--- config.mk ---
export PLATFORM = sky130hd
export DESIGN_NAME = gpr_file
export DESIGN_NICKNAME = d
export VERILOG_FILES = /design/src/rtl/gpr_file_pkg.sv /design/src/rtl/gpr_file_scoreboard.sv /design/src/rtl/gpr_file.sv
export SDC_FILE = /design/constraint.sdc
export NUM_CORES = 2
export LEC_CHECK = 0
export CAP_MARGIN = 15
export CELL_PAD_IN_SITES_DETAIL_PLACEMENT = 2
export CELL_PAD_IN_SITES_GLOBAL_PLACEMENT = 2
export CORE_ASPECT_RATIO = 1.5
export CORE_MARGIN = 4
export CORE_UTILIZATION = 27
export CTS_BUF_LIST = sky130_fd_sc_hd__clkbuf_16
export DETAILED_ROUTE_END_ITERATION = 12
export HOLD_SLACK_MARGIN = 0.12
export PLACE_DENSITY_LB_ADDON = 0.15
export SLEW_MARGIN = 20
export SYNTH_ARGS = -nofsm -noshare
export SYNTH_HDL_FRONTEND = slang
export SYNTH_SLANG_ARGS = --single-unit
--- constraint.sdc ---
create_clock -name clk -period 6.3 [get_ports clk]
set_clock_uncertainty 0.2 [all_clocks]
set_input_delay 0.945 -clock clk [delete_from_list [all_inputs] [get_ports clk]]
set_output_delay 0.945 -clock clk [all_outputs]
set_load 0.02 [all_outputs]
--- src/rtl/gpr_file_pkg.sv ---
// Shared CPU constants and types for the general-purpose register file.
package gpr_file_pkg;

   localparam int unsigned GPR_ADDR_W = 5;
   localparam int unsigned GPR_DATA_W = 32;

   typedef logic [GPR_ADDR_W-1:0] gpr_addr_t;

   localparam gpr_addr_t REG_ZERO = 5'd0;

endpackage

--- src/rtl/gpr_file_scoreboard.sv ---
// Pending-load scoreboard: one bit per register, set by load issue, cleared by
// writeback, and a combinational stall for decode operands.
module gpr_scoreboard
   import gpr_file_pkg::*;
#(
   parameter int unsigned ADDR_W    = GPR_ADDR_W,
   parameter bit          BYPASS_EN = 1'b1
) (
   input  logic              clk,
   input  logic              reset,
   input  logic              gpr_we,
   input  logic [ADDR_W-1:0] gpr_wa,
   input  logic              pend_set,
   input  logic [ADDR_W-1:0] pend_addr,
   input  logic [ADDR_W-1:0] rs_addr,
   input  logic [ADDR_W-1:0] rt_addr,
   input  logic              rs_used,
   input  logic              rt_used,
   output logic              stall
);

   localparam int unsigned NREG = 2 ** ADDR_W;

   logic [NREG-1:0] pend;
   logic            wb_hit_rs;
   logic            wb_hit_rt;
   logic            haz_rs;
   logic            haz_rt;

   // Set is applied after clear so a new load issued on its predecessor's
   // writeback cycle keeps the register pending.
   always_ff @(posedge clk) begin
      if (reset) begin
         pend <= '0;
      end else begin
         if (gpr_we && (gpr_wa != '0))
            pend[gpr_wa] <= 1'b0;
         if (pend_set && (pend_addr != '0))
            pend[pend_addr] <= 1'b1;
      end
   end

   always_comb begin
      wb_hit_rs = BYPASS_EN && gpr_we && (gpr_wa == rs_addr);
      wb_hit_rt = BYPASS_EN && gpr_we && (gpr_wa == rt_addr);
      haz_rs    = rs_used && (rs_addr != '0) && pend[rs_addr] && !wb_hit_rs;
      haz_rt    = rt_used && (rt_addr != '0) && pend[rt_addr] && !wb_hit_rt;
      stall     = haz_rs || haz_rt;
   end

endmodule

--- src/rtl/gpr_file.sv ---
// General-purpose register file: two combinational read ports with optional
// write-first bypass, one writeback port, and a pending-load stall.
module gpr_file
   import gpr_file_pkg::*;
#(
   parameter int unsigned DATA_W    = GPR_DATA_W,
   parameter int unsigned ADDR_W    = GPR_ADDR_W,
   parameter bit          BYPASS_EN = 1'b1
) (
   input  logic              clk,
   input  logic              reset,
   input  logic [ADDR_W-1:0] rs_addr,
   input  logic [ADDR_W-1:0] rt_addr,
   output logic [DATA_W-1:0] rs_data,
   output logic [DATA_W-1:0] rt_data,
   input  logic              gpr_we,
   input  logic [ADDR_W-1:0] gpr_wa,
   input  logic [DATA_W-1:0] gpr_data_in,
   input  logic              pend_set,
   input  logic [ADDR_W-1:0] pend_addr,
   input  logic              rs_used,
   input  logic              rt_used,
   output logic              stall
);

   localparam int unsigned NREG = 2 ** ADDR_W;

   logic [DATA_W-1:0] regs [NREG];
   logic              wr_ok;

   assign wr_ok = gpr_we && (gpr_wa != '0);

   always_ff @(posedge clk) begin
      if (reset) begin
         for (int unsigned i = 0; i < NREG; i++)
            regs[i] <= '0;
      end else if (wr_ok) begin
         regs[gpr_wa] <= gpr_data_in;
      end
   end

   always_comb begin
      rs_data = '0;
      rt_data = '0;
      if (rs_addr != '0)
         rs_data = (BYPASS_EN && wr_ok && (gpr_wa == rs_addr)) ? gpr_data_in : regs[rs_addr];
      if (rt_addr != '0)
         rt_data = (BYPASS_EN && wr_ok && (gpr_wa == rt_addr)) ? gpr_data_in : regs[rt_addr];
   end

   gpr_scoreboard #(
      .ADDR_W    (ADDR_W),
      .BYPASS_EN (BYPASS_EN)
   ) u_scoreboard (
      .clk       (clk),
      .reset     (reset),
      .gpr_we    (gpr_we),
      .gpr_wa    (gpr_wa),
      .pend_set  (pend_set),
      .pend_addr (pend_addr),
      .rs_addr   (rs_addr),
      .rt_addr   (rt_addr),
      .rs_used   (rs_used),
      .rt_used   (rt_used),
      .stall     (stall)
   );

endmodule

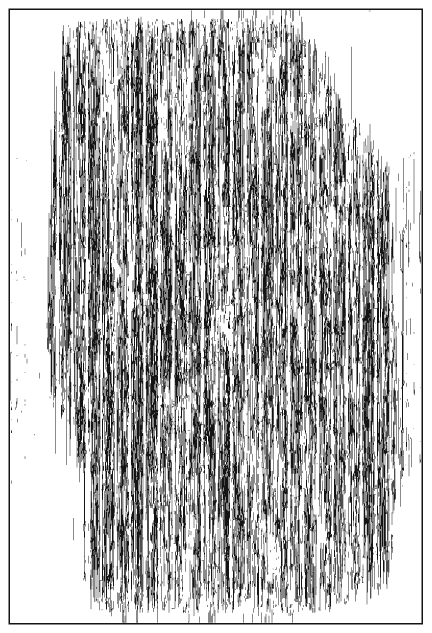
**Above:** the metal 2 layer.
nets with wire on the layer = 4022
share of all routed wire = 50%

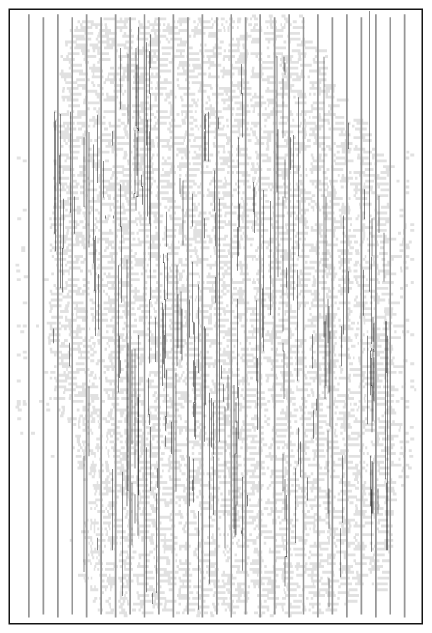
**Above:** metal 4.
Supply wires on this layer in grey.
nets with wire on the layer = 90
share of all routed wire = 4.3%
longest straight run = 263 um
wire length on this layer = 12600 um
main direction = vertical
final WL: 296000 um
vias after detailed routing: 40.8k

==> run notes <==
flow finished, numbers: Largest register FFs=1024, Yosys top cell by area=edfxtp_1, initial antenna violation count=39, adder share=0%, syn_area_per_cell=13.8 sq um, Slew @ Worst Pin=1.21 ns, post-DR wirelength/cell=41.0 um, die span in y=approximately 580 um, final antenna-violating net count=0, Final #Nets=between 4k and 5k, Max Freq=166 MHz, power per cell area=about 270 nW/um^2, DR top layer=met5, critical path endpoint category=output pin, NetSw=just over 0.005 W, Cell Type Count=77, maximum vdd drop=0.191 mV, WP buf/inv=3, register-to-register setup slack=5.39 ns, YS warnings=0, Worst-Skew Late Latency=0.74 ns, nonclk buf count=382, Resize count post-CTS=0, fin. max-slew vios=0, mapped cell area=around 58000 sq um, Crit Path Category=input port to output pin, GR peak layer=met2, first-pass GRT wire length=slightly below 400000 um, WL met1=roughly 120000 um, largest net degree at the start of global routing=66, TritonCTS buffer count=about 120, CP top delay family=buffers and inverters, post-CTS setup buffer count=0, setup slack after placement=0.305 ns, Seq area share=46.5%, vias in the first global route=43.6k, worst hold-check path type=flop to flop, ys cells=between 4k and 5k, DR WL met3=15100 um, Main synth FF type=edfxtp_1, CP max stage cell=a2111oi_0, tap cell count=2835, relative slew slack=19.1%, Fin Hold WS=0.281 ns, status=finished clean, fin util=31.5%, area fraction in and, or, nand and nor cells=a little over an eighth, Fin Setup TNS=0 ns, clock buffer depth=3, Via density=5.65, Data buffer area share=5.76%, R2R cell count=2, Post-DP Area=~64000 sq um, H-tree depth=3
No activity file was given, so power comes from the tool's default toggle rates.
